<file path="config.mk">
export PLATFORM = sky130hd
export DESIGN_NAME = ser_to_par_rx
export DESIGN_NICKNAME = d
export VERILOG_FILES = /design/src/rtl/ser_link_pkg.sv /design/src/rtl/ser_to_par_rx_out_buf_reg.sv /design/src/rtl/ser_to_par_rx.sv
export SDC_FILE = /design/constraint.sdc
export NUM_CORES = 1
export LEC_CHECK = 0
export ABC_AREA = 1
export CORE_AREA = 2 2 39 41
export DETAILED_ROUTE_END_ITERATION = 7
export DIE_AREA = 0 0 41 43
export HOLD_SLACK_MARGIN = 0.03
export PLACE_DENSITY = 0.75
export SYNTH_ARGS = -nofsm -noshare
export SYNTH_HDL_FRONTEND = slang
export SYNTH_SLANG_ARGS = --single-unit
</file>
<file path="constraint.sdc">
create_clock -name clk -period 1.5 [get_ports clk]
set_clock_uncertainty 0.2 [all_clocks]
set_input_delay 0.15 -clock clk [delete_from_list [all_inputs] [get_ports clk]]
set_output_delay 0.15 -clock clk [all_outputs]
set_load 0.05 [all_outputs]
</file>
<file path="src/rtl/ser_link_pkg.sv">
// Shared types and helpers for the serial link (receiver now, transmitter later).
package ser_link_pkg;

  typedef enum logic {COLLECT, STALL} rx_state_t;

  localparam int DEF_WIDTH = 4;

  // Even-parity bit over up to 16 data bits; callers zero-extend narrower words.
  function automatic logic even_parity(input logic [15:0] d);
    return ^d;
  endfunction

endpackage

</file>
<file path="src/rtl/ser_to_par_rx_out_buf_reg.sv">
// One-entry valid/ready holding register with a load port; load wins over a
// same-edge transfer so a new word can replace the outgoing one with valid held.
module out_buf_reg
  import ser_link_pkg::*;
#(
  parameter int WIDTH = DEF_WIDTH
) (
  input  logic             clk,
  input  logic             rst,
  input  logic             load,
  input  logic [WIDTH-1:0] load_data,
  output logic             valid,
  output logic [WIDTH-1:0] data,
  input  logic             ready,
  output logic             can_load
);

  assign can_load = !valid || ready;

  always_ff @(posedge clk or posedge rst) begin
    if (rst) begin
      valid <= 1'b0;
      data  <= '0;
    end else if (load) begin
      valid <= 1'b1;
      data  <= load_data;
    end else if (valid && ready) begin
      valid <= 1'b0;
    end
  end

endmodule

</file>
<file path="src/rtl/ser_to_par_rx.sv">
// Serial-to-parallel receiver with a one-entry output buffer and stall on backpressure.
// Optional even-parity frame check enabled by defining SER_RX_PARITY_EN.
module ser_to_par_rx
  import ser_link_pkg::*;
#(
  parameter int WIDTH     = DEF_WIDTH,
  parameter bit MSB_FIRST = 1'b1
) (
  input  logic                       clk,
  input  logic                       rst,
  input  logic                       ser_valid,
  input  logic                       ser_in,
  output logic                       ser_ready,
  output logic                       par_valid,
  output logic [WIDTH-1:0]           par_data,
  input  logic                       par_ready,
`ifdef SER_RX_PARITY_EN
  output logic [$clog2(WIDTH+1)-1:0] bit_cnt,
  output logic                       par_err
`else
  output logic [$clog2(WIDTH)-1:0]   bit_cnt
`endif
);

`ifdef SER_RX_PARITY_EN
  localparam int FRAME = WIDTH + 1;
  localparam int CW    = $clog2(WIDTH + 1);
`else
  localparam int FRAME = WIDTH;
  localparam int CW    = $clog2(WIDTH);
`endif
  localparam logic [CW-1:0] LAST = CW'(FRAME - 1);

  rx_state_t        state, state_nxt;
  logic [WIDTH-1:0] shift, shift_nxt, word, buf_data;
  logic             accept, data_bit, word_done, word_ok, can_load, buf_load;

  always_comb begin
    if (MSB_FIRST) shift_nxt = {shift[WIDTH-2:0], ser_in};
    else           shift_nxt = {ser_in, shift[WIDTH-1:1]};
  end

  // In parity mode the completed word is already in shift when the parity bit arrives.
  always_comb begin
    accept    = ser_valid && ser_ready;
    word_done = accept && (bit_cnt == LAST);
`ifdef SER_RX_PARITY_EN
    data_bit  = (bit_cnt != CW'(WIDTH));
    word      = shift;
    word_ok   = (even_parity(16'(shift)) == ser_in);
`else
    data_bit  = 1'b1;
    word      = shift_nxt;
    word_ok   = 1'b1;
`endif
  end

  always_ff @(posedge clk or posedge rst) begin
    if (rst) begin
      state   <= COLLECT;
      bit_cnt <= '0;
      shift   <= '0;
    end else begin
      state <= state_nxt;
      if (accept) begin
        bit_cnt <= (bit_cnt == LAST) ? '0 : bit_cnt + 1'b1;
        if (data_bit) shift <= shift_nxt;
      end
    end
  end

`ifdef SER_RX_PARITY_EN
  always_ff @(posedge clk or posedge rst) begin
    if (rst) par_err <= 1'b0;
    else     par_err <= word_done && !word_ok;
  end
`endif

  always_comb begin
    state_nxt = state;
    case (state)
      COLLECT: if (word_done && word_ok && !can_load) state_nxt = STALL;
      STALL:   if (par_ready) state_nxt = COLLECT;
      default: state_nxt = COLLECT;
    endcase
  end

  // In STALL the buffer is always full, so par_ready alone marks the transfer edge.
  always_comb begin
    ser_ready = (state == COLLECT);
    buf_load  = 1'b0;
    buf_data  = word;
    case (state)
      COLLECT: buf_load = word_done && word_ok && can_load;
      STALL: begin
        buf_load = par_ready;
        buf_data = shift;
      end
      default: ;
    endcase
  end

  out_buf_reg #(.WIDTH(WIDTH)) u_out_buf (
    .clk       (clk),
    .rst       (rst),
    .load      (buf_load),
    .load_data (buf_data),
    .valid     (par_valid),
    .data      (par_data),
    .ready     (par_ready),
    .can_load  (can_load)
  );

endmodule

</file>
==> reports/qor.txt <==
Core Box Area: 0.00138 mm^2
Hold Path End: shift[3]
routed via count: 484
mux share: 0%
Seq. pwr: 566 uW
setup bufs post-CTS: 0
Placed Area: 806 um^2
critical path class: reg -> out
Main synth FF type: dfrtp_1
crit path capture type: output port
Crit path max-delay family: flip-flops
Min-Delay Path Depth: 2
syn avg cell area: 8.97 um^2
YS chip area: 583 um^2
Longest Clk Path Bufs: 2
Die X: 41 um
standard-cell row count: 14
post-cts hold-fix buffer tally: 1
clock slew at reported path FFs: 0.08 ns
run status: finished, final reports clean
synthesized area: 583 um^2
Hold Path Class: reg -> reg
commonest cells in the netlist: nand2_1, dfrtp_1, nand3_1
xor/xnor share of the synthesized area: 0%
initial antenna violation count: 0
cell at the slowest stage of the critical path: dfrtp_2
Post-DP HPWL: 873 um
number of enable flip-flop cells: 0
final hold vios: 0
hold_sp: shift[3]
clock tree from TritonCTS: built
Sw Pwr: 716 uW
H-tree depth: 1
DR pass1 iterations: 2
ys async rst share: 100%
most frequent logic cell in the layout: nand2_1
-- area by class of cell --
| type | instances | area [um^2] | share of cell area, % |
|---|---|---|---|
| flip-flops and latches | 12 | 304 | 35.6 |
| repair buffers | 16 | 233 | 27.3 |
| multi-input cells | 43 | 225 | 26.4 |
| clock buffers | 4 | 36.3 | 4.25 |
| inverters | 8 | 35.0 | 4.11 |
| well taps | 16 | 20.0 | 2.35 |
-- per-layer routing --
metal  routed length, um  share of wire [%]  vias up
met4                  19                1.7        0
met2                 555                 50       12
met5                   0                  0        -
met1                 480                 43      225
li1                    -                  -      245
met3                  48                4.3        2
-- flip-flops by register name, summed over array words and instances (netlist names) --
signal and cells:
bit_cnt 2, shift 4, state 1, u_out_buf.data 4, u_out_buf.valid 1
==> images/congestion_map.png <==
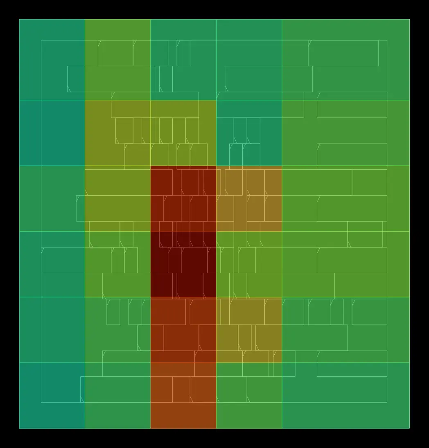
met3 Use GR: 4.71%
final core utilization: 61.7%

==> images/layers.png <==
(6 px per um)
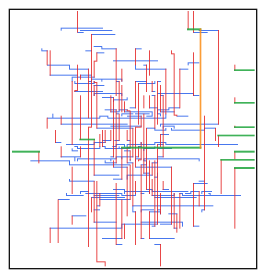
Green stands for M3, wire length 48.7 um. Blue stands for M1, wire length 481 um. Red stands for M2, wire length 555 um. Orange stands for M4, wire length 19.7 um.

==> images/m3.png <==
(6 px per um) Cells faint in the background.
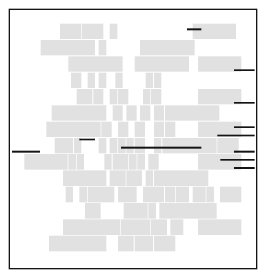
The layer carries 48.7 um of wire. The layer holds 4.4% of the routed length. The wires run mostly horizontal. 10 nets have wire on it.

No activity file was given, so power comes from the tool's default toggle rates.
